**config.mk**
```make
export PLATFORM = sky130hd
export DESIGN_NAME = icache_tag_ctrl
export DESIGN_NICKNAME = d
export VERILOG_FILES = /design/src/rtl/icache_tag_ctrl.sv
export SDC_FILE = /design/constraint.sdc
export NUM_CORES = 1
export LEC_CHECK = 0
export ABC_AREA = 1
export CAP_MARGIN = 40
export CORE_UTILIZATION = 35
export DETAILED_ROUTE_END_ITERATION = 8
export GPL_TIMING_DRIVEN = 0
export PLACE_DENSITY = 0.9
export SYNTH_ARGS = -nofsm -noshare
export SYNTH_HDL_FRONTEND = slang
export SYNTH_SLANG_ARGS = --single-unit
```
**constraint.sdc**
```tcl
create_clock -name clk_i -period 2.4 [get_ports clk_i]
set_input_delay 0.6 -clock clk_i [delete_from_list [all_inputs] [get_ports clk_i]]
set_output_delay 0.6 -clock clk_i [all_outputs]
set_load 0.02 [all_outputs]
```
**src/rtl/icache_tag_ctrl.sv**
```systemverilog
// icache_tag_ctrl: tag RAM sequencer/arbiter (clear sweep, invalidate, fill, lookup) for a 128 x 21 instruction-cache tag RAM
//   clk_i, rst_i (async, active-high)
//   lookup_valid_i/lookup_addr_i -> lookup_accept_o; resp_valid_o/resp_hit_o one cycle after accept
//   fill_valid_i/fill_addr_i     -> fill_accept_o (writes {1, addr[31:12]} at addr[11:5])
//   inval_valid_i/inval_addr_i   -> inval_accept_o (clears entry at addr[11:5])
//   flush_i restarts the 128-entry clear sweep; busy_o high while sweeping
//   tag_addr_o/tag_data_o/tag_wr_o drive the RAM, tag_data_i is its registered read data
//   ICACHE_TAG_CTRL_INVAL_EN: enables the per-line invalidate path; otherwise inval is ignored
module icache_tag_ctrl (
  input  logic        clk_i,
  input  logic        rst_i,
  input  logic        lookup_valid_i,
  input  logic [31:0] lookup_addr_i,
  output logic        lookup_accept_o,
  output logic        resp_valid_o,
  output logic        resp_hit_o,
  input  logic        fill_valid_i,
  input  logic [31:0] fill_addr_i,
  output logic        fill_accept_o,
  input  logic        inval_valid_i,
  input  logic [31:0] inval_addr_i,
  output logic        inval_accept_o,
  input  logic        flush_i,
  output logic        busy_o,
  output logic [6:0]  tag_addr_o,
  output logic [20:0] tag_data_o,
  output logic        tag_wr_o,
  input  logic [20:0] tag_data_i
);
  typedef enum logic {SWEEP, IDLE} state_t;
  state_t      state;
  logic [6:0]  idx;
  logic [19:0] ptag;
  logic        pend, idle, do_flush, do_inval, do_fill, do_lookup;
  logic        unused_bits;
  assign idle = state == IDLE;
  assign do_flush = idle && flush_i;
`ifdef ICACHE_TAG_CTRL_INVAL_EN
  assign do_inval = idle && !flush_i && inval_valid_i;
  assign unused_bits = ^{lookup_addr_i[4:0], fill_addr_i[4:0], inval_addr_i[31:12], inval_addr_i[4:0]};
`else
  assign do_inval = 1'b0;
  assign unused_bits = ^{inval_valid_i, lookup_addr_i[4:0], fill_addr_i[4:0], inval_addr_i[31:12], inval_addr_i[4:0]};
`endif
  assign do_fill = idle && !flush_i && !do_inval && fill_valid_i;
  assign do_lookup = idle && !flush_i && !do_inval && !fill_valid_i && lookup_valid_i;
  assign lookup_accept_o = do_lookup;
  assign fill_accept_o = do_fill;
  assign inval_accept_o = do_inval;
  assign busy_o = !idle;
  assign tag_wr_o = !idle || do_inval || do_fill;
  assign tag_addr_o = !idle ? idx : do_inval ? inval_addr_i[11:5] : do_fill ? fill_addr_i[11:5] : lookup_addr_i[11:5];
  assign tag_data_o = do_fill ? {1'b1, fill_addr_i[31:12]} : 21'd0;
  // The RAM read is already registered, so the compare resolves in the cycle after accept.
  assign resp_valid_o = pend;
  assign resp_hit_o = pend && tag_data_i[20] && (tag_data_i[19:0] == ptag);
  always_ff @(posedge clk_i or posedge rst_i) begin
    if (rst_i) begin
      state <= SWEEP;
      idx   <= '0;
      pend  <= 1'b0;
      ptag  <= '0;
    end else begin
      pend <= do_lookup;
      if (do_lookup) ptag <= lookup_addr_i[31:12];
      if (!idle) begin
        idx <= idx + 7'd1;
        if (idx == 7'd127) state <= IDLE;
      end else if (do_flush) begin
        state <= SWEEP;
        idx   <= '0;
      end
    end
  end
endmodule

```
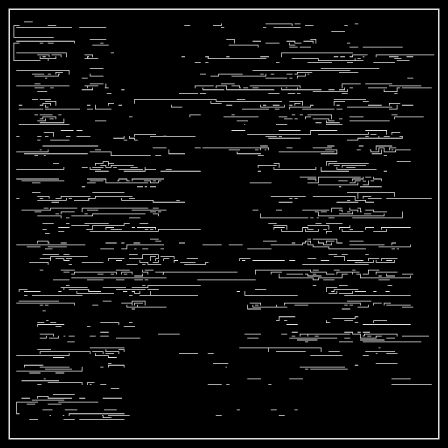
run_1/layer_met1.png
main direction	horizontal
share of all routed wire	39%
longest straight run	17.0 um
nets with wire on the layer	435
wire length on this layer	2170 um
wirelength, routed: 5.51 mm
GR Layer Usage met1: 21.2%
total via count in the routed design: 2213

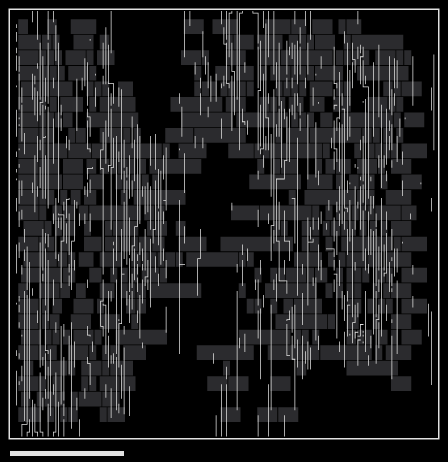
run_1/layer_met2.png
Scale bar: 20 um. Cells faint in the background.
wire length on this layer	2720 um
share of all routed wire	49%
main direction	vertical
longest straight run	27.9 um
nets with wire on the layer	408
met2 track utilization from global routing: 37.5%

==> notes.md, run 1 <==
Implementation results.

The flow ran to the end, and the final reports show no timing, DRC or antenna violations. Derived from the worst setup path, the maximum achievable clock frequency is roughly 420 MHz. The clock net sink count is 29. The startpoint of the worst setup timing path is tag_data_i[10].

The number of cells traversed by the worst register-to-register path is 7. For reference, the clock transition at the flip-flops on the worst setup and hold paths is 0.07 ns. The number of antenna violations at the first check in global routing was 0. The worst stage delay on the critical path is 0.47 ns. The I/O pin total is 158. The warning tally printed by Yosys for this design is 0. The share of layout cells above drive strength 1 is around 15%. In the hold report, the worst path ends at ptag[11]$_DFFE_PP0P_. The critical-path maximum fanout is 1.

Looking at the reg2reg group, the worst path starts from idle$_DFF_PP0_. The largest family of logic cells by area is simple AND/OR/NAND/NOR gates. The cell count listed in synth_stat.txt is just under 300. The post-synthesis chip area from yosys is between 1500 and 2000 um2. The initial DRC count is slightly above 70. The portion of netlist area occupied by mux cells is 0%. The capture instance of the worst register-to-register path is ptag[6]$_DFFE_PP0P_. The floorplan step records an initial core utilization of around 37%. The area inside the core boundary is approximately 5100 um2. The clock buffer count from CTS is 5. In this run the register-to-register setup slack is about 1.1 ns. The total design power is approximately 1.9 mW. STA classifies the critical path endpoint as a primary output.

Using the TritonRoute via totals, the vias-per-cell ratio works out to 4.52. The start point of the worst min-delay path is ptag[11]$_DFFE_PP0P_. The final number of setup-violating endpoints is 0.

The final report lists a non-filler cell total of roughly 500. The post-layout net count is around 540. The synthesized netlist handed to floorplanning was reported with a cell count of 294. The count of inserted antenna diode cells is 0. Of the total synthesized cell area, the portion taken by XOR and XNOR cells is less than 1%.
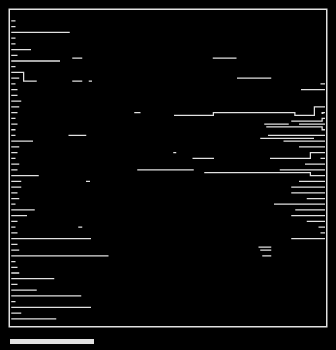
run_1/layer_met3.png
Scale bar: 20 um.
longest straight run	25.1 um
nets with wire on the layer	89
share of all routed wire	9.0%
met3 usage: 5.49%

run 1: stage by stage:
step | utilization [%] | TNS, ns | area, um2 | hold slack (ns)
floorplan | - | 0 | 1870 | 0.466
global placement | 60.4 | -17.89 | 3080 | 0.481
detailed placement | 60.9 | -18.50 | 3110 | 0.484
CTS | 62.8 | 0 | 3210 | 0.501
global route | 63.0 | 0 | 3220 | 0.527
finish | 63.0 | 0 | 3220 | 0.500
run 1: synthesized netlist by cell type:
library cell | instances | area [um2]
nand2_1 | 96 | 360
inv_1 | 58 | 218
nor2_1 | 46 | 173
dfrtp_1 | 29 | 726
o21ai_0 | 25 | 125
nand3_1 | 7 | 35.0
o22ai_1 | 7 | 43.8
buf_4 | 3 | 22.5
clkbuf_1 | 3 | 11.3
inv_2 | 3 | 11.3
a21oi_1 | 2 | 10.0
buf_6 | 2 | 22.5
or2_2 | 2 | 12.5
buf_2 | 1 | 5.00
conb_1 | 1 | 3.75
ha_1 | 1 | 12.5
inv_4 | 1 | 6.26
nand2_4 | 1 | 11.3
nand3_4 | 1 | 17.5
nand4_1 | 1 | 6.26
nor2_4 | 1 | 11.3
o211ai_1 | 1 | 7.51
o21ai_1 | 1 | 5.00
xnor2_1 | 1 | 8.76
run 1: metal layers:
layer	share of wire, %	vias to the layer above
li1	-	1120
met1	39	978
met2	49	103
met3	9.0	12
met4	2.3	0
met5	0	-
run 1: timing repair:
item                                    in CTS  in global routing
pin swaps                                    2                 12
resized                                    117                 21
setup buffers                                4                  0
endpoints found under the setup margin      32                 19
run 1: how the worst max path moves through the flow:
stage          cells past startpoint  slack (ns)       endpoint
2_1_floorplan                      7        0.24  tag_addr_o[0]
3_3_place_gp                       8       -0.68  tag_addr_o[3]
3_5_place_dp                       9       -0.68  tag_addr_o[6]
4_1_cts                            5       0.002  tag_data_o[3]
5_1_grt                            9      0.0007     resp_hit_o
6_report                           7        0.05     resp_hit_o
run 1: cell type report:
type / count / area (um2)
Sequential cell: 29 / 726
Tap cell: 70 / 87.6
Clock inverter: 1 / 5.00
Buffer: 9 / 68.8
Fill cell: 460 / 1890
Inverter: 62 / 240
Timing Repair Buffer: 118 / 1140
Multi-Input combinational cell: 194 / 853
Clock buffer: 7 / 96.3
run 1: where the power goes:
| part | internal, mW | switching [mW] |
|---|---|---|
| Clock | 0.259 | 0.185 |
| Combinational | 0.343 | 0.399 |
| Sequential | 0.588 | 0.0786 |
| Total | 1.19 | 0.662 |
run 1: registers in the layout, summed over array words and instances, names as in the netlist:
| name | flops |
|---|---|
| idle | 1 |
| idx | 7 |
| ptag | 20 |
| resp_valid_o | 1 |
run 1: layout by cell type (no fill, tap or decap), types with 4 or more instances in the layout:
master,instances
dfrtp_1,29
dlygate4sd2_1,4
o22ai_1,7
clkdlybuf4s15_2,10
inv_2,4
nand2_1,96
inv_1,56
o21ai_0,24
buf_4,9
nor2_1,44
dlymetal6s2s_1,14
buf_2,18
clkdlybuf4s50_1,66
clkbuf_8,7
nand3_1,7
run 1: critical path: cells and delay by family:
kind,cells,cell delay (ns)
buffers and inverters,2,0.62
AND/OR/NAND/NOR,4,0.40
XOR/XNOR,1,0.14
run_1/congestion.png
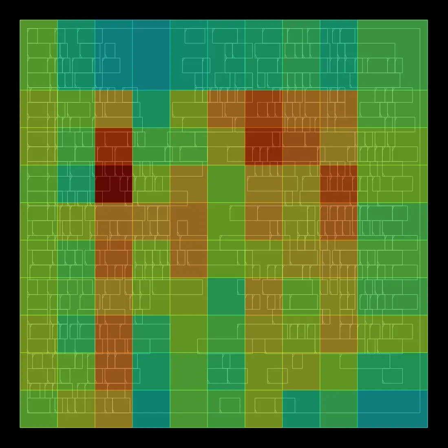

--- run 2 (diff from run 1) ---
ABC_CLOCK_PERIOD_IN_PS = 2400   (was not set)
GPL_TIMING_DRIVEN = 1   (was 0)
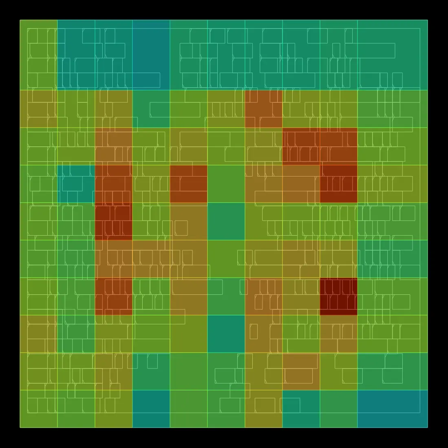
run_2/congestion.png
met2 track utilization from global routing: 37.1%
end-of-flow core utilization: 61.5%
global router's overall resource usage: 20.1%
met3 usage: 6.02%

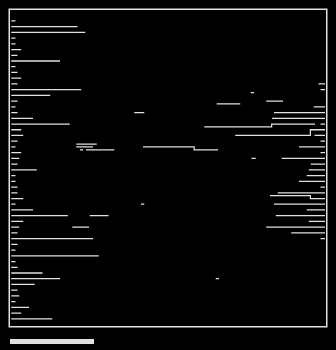
run_2/layer_met3.png
Scale bar: 20 um.
main direction	horizontal
longest straight run	20.5 um
share of all routed wire	8.6%
nets with wire on the layer	87
wirelength, routed: 5.58 mm
total via count in the routed design: 2187

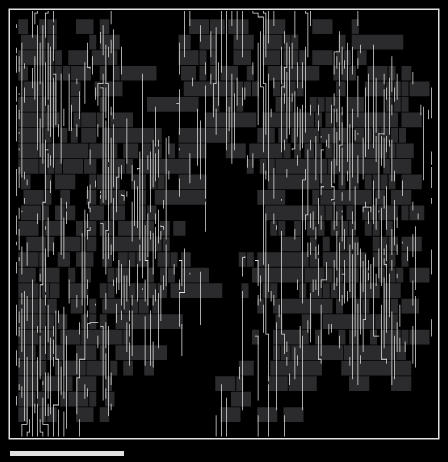
run_2/layer_met2.png
Scale bar: 20 um. Cells faint in the background.
wire length on this layer	2810 um
nets with wire on the layer	401
longest straight run	35.7 um

==> notes.md, run 2 <==
Implementation results.

The cell count listed in synth_stat.txt is 294 (unchanged). The smallest hold slack is 0.507 ns (was 0.500 ns). The number of antenna violations at the first check in global routing is 0 (unchanged). Area contributors post-synth: dfrtp_1 (39%), nand2_1 (19%), inv_1 (12%) (unchanged). The area fraction of the dominant cell type after synthesis is 38.9% (unchanged). The clock buffer count from CTS came to 5 (unchanged).

Leading post-synthesis cells by instance count: nand2_1 (96), inv_1 (58), nor2_1 (46) (unchanged). The final number of setup-violating endpoints was 0 (unchanged). The count of inserted antenna diode cells was 0 (unchanged).

The number of buffers inserted for hold repair after clock tree synthesis is 0 (unchanged). The library cell with the largest summed area after synthesis is dfrtp_1 (unchanged). Status: finished, final reports clean (unchanged). The ratio of routed vias to standard cells is 4.45 (was 4.52). The clock power share is 23.9% (was 24.0%). The flip-flop cell with the highest count after synthesis is dfrtp_1 (unchanged). Leading registers by flop count: ptag x20, idx x7 (unchanged). The post-layout net count came to 544 (was 543).

The maximum clock frequency is 421 MHz (was 425 MHz). The flip-flop count of the largest register after layout was 20 (unchanged). The area inside the core boundary is 5110 um2 (unchanged). The sequential fraction of design power was 35.9% (was 36.0%). The core utilization at floorplan is 36.5% (unchanged). The share of layout cells above drive strength 1 is 14.3% (was 15.0%).

The critical path data required time is 1.80 ns (about the same). The register name with the most flops is ptag (unchanged). The net switching power figure is 0.669 mW (was 0.662 mW). The clock edge transition at the registers on the reported setup and hold paths came to 0.06 ns (was 0.07 ns). The final instance count without filler cells is 491 (was 490). The most used logic cell in the final layout is nand2_1 (unchanged). The proportion of total power due to net switching is 36.0% (was 35.8%).

The initial DRC count was 98 (was 72). The number of standard cells after synthesis came to 294 (unchanged). The register-to-register path setup slack is 0.97 ns (was 1.12 ns). The height of the die is 75.0 um (unchanged). The critical-path maximum fanout is 1 (unchanged).

The proportion of power drawn by combinational gates is 40.1% (was 40.0%). The number of enable flip-flop cells is 0 (unchanged). Most frequent cells in the layout: nand2_1 (96), clkdlybuf4s50_1 (70), inv_1 (58) (was nand2_1 (96), clkdlybuf4s50_1 (66), inv_1 (56)). The category of the worst setup path capture point is a primary output (unchanged). The count of warnings emitted by yosys is 0 (unchanged). The clock net sink count came to 29 (unchanged).
## run 2: layout make-up
class,instances,area (um2)
clock buffer,7,96.3
tap,70,87.6
sequential,29,726
clock inverter,1,5.00
fill,482,1970
inverter,62,235
multi-input combinational,194,858
timing repair buffer,128,1130
## run 2: worst max-delay path: cells and delay by family
kind                      cells  cell delay (ns)
xor gates and xnor gates      1             0.13
buffers and inverters         2             0.67
and+or+nand+nor               4             0.37
## run 2: kinds of logic (layout without fill, tap and decap cells)
family | count (synthesis) | after routing | synth area share, %
and+or+nand+nor | 155 | 155 | 33.6
buffers and inverters | 71 | 198 | 15.9
AOI/OAI and AO/OA | 36 | 36 | 10.3
DFF | 29 | 29 | 38.9
adders and majority gates | 1 | 1 | 0.671
other | 1 | 1 | 0.201
xor gates and xnor gates | 1 | 1 | 0.470
## run 2: final timing paths
path | start | endpoint | cells past startpoint
min in group asynchronous | rst_i | ptag[13]$_DFFE_PP0P_ | 3
max in group asynchronous | rst_i | idx[2]$_DFFE_PP0P_ | 3
max reg2reg | idle$_DFF_PP0_ | ptag[12]$_DFFE_PP0P_ | 7
max | tag_data_i[10] | resp_hit_o | 7
min reg2reg | ptag[11]$_DFFE_PP0P_ | ptag[11]$_DFFE_PP0P_ | 2
min | ptag[11]$_DFFE_PP0P_ | ptag[11]$_DFFE_PP0P_ | 2
## run 2: what timing repair did
action,in CTS,in global routing
endpoints found under the setup margin,32,23
resized,95,23
pin swaps,9,3
## run 2: through the flow
step	instance area [um2]	power, mW	TNS, ns
after detailed placement	3160	1.49	-15.76
after global placement	3160	1.46	-15.21
after CTS	3270	1.91	0
after global routing	3140	1.98	-0.0629
after floorplan	1870	1.09	0
final	3140	1.86	0
## run 2: layer usage
| metal | vias to the layer above | global-route usage [%] | routed length (um) |
|---|---|---|---|
| li1 | 1119 | - | - |
| met1 | 957 | 21.1 | 2200 |
| met2 | 99 | 37.1 | 2810 |
| met3 | 12 | 6.02 | 479 |
| met4 | 0 | 8.81 | 101 |
| met5 | - | 0 | 0 |
## run 2: power groups by stage
stage	combinational (mW)	sequential, mW	clock, mW
floorplan	0.440	0.652	0
global placement	0.797	0.668	0
detailed placement	0.820	0.673	0
CTS	0.789	0.667	0.455
global route	0.831	0.679	0.469
finish	0.745	0.667	0.444
Power is estimated from default activity; no workload was simulated.
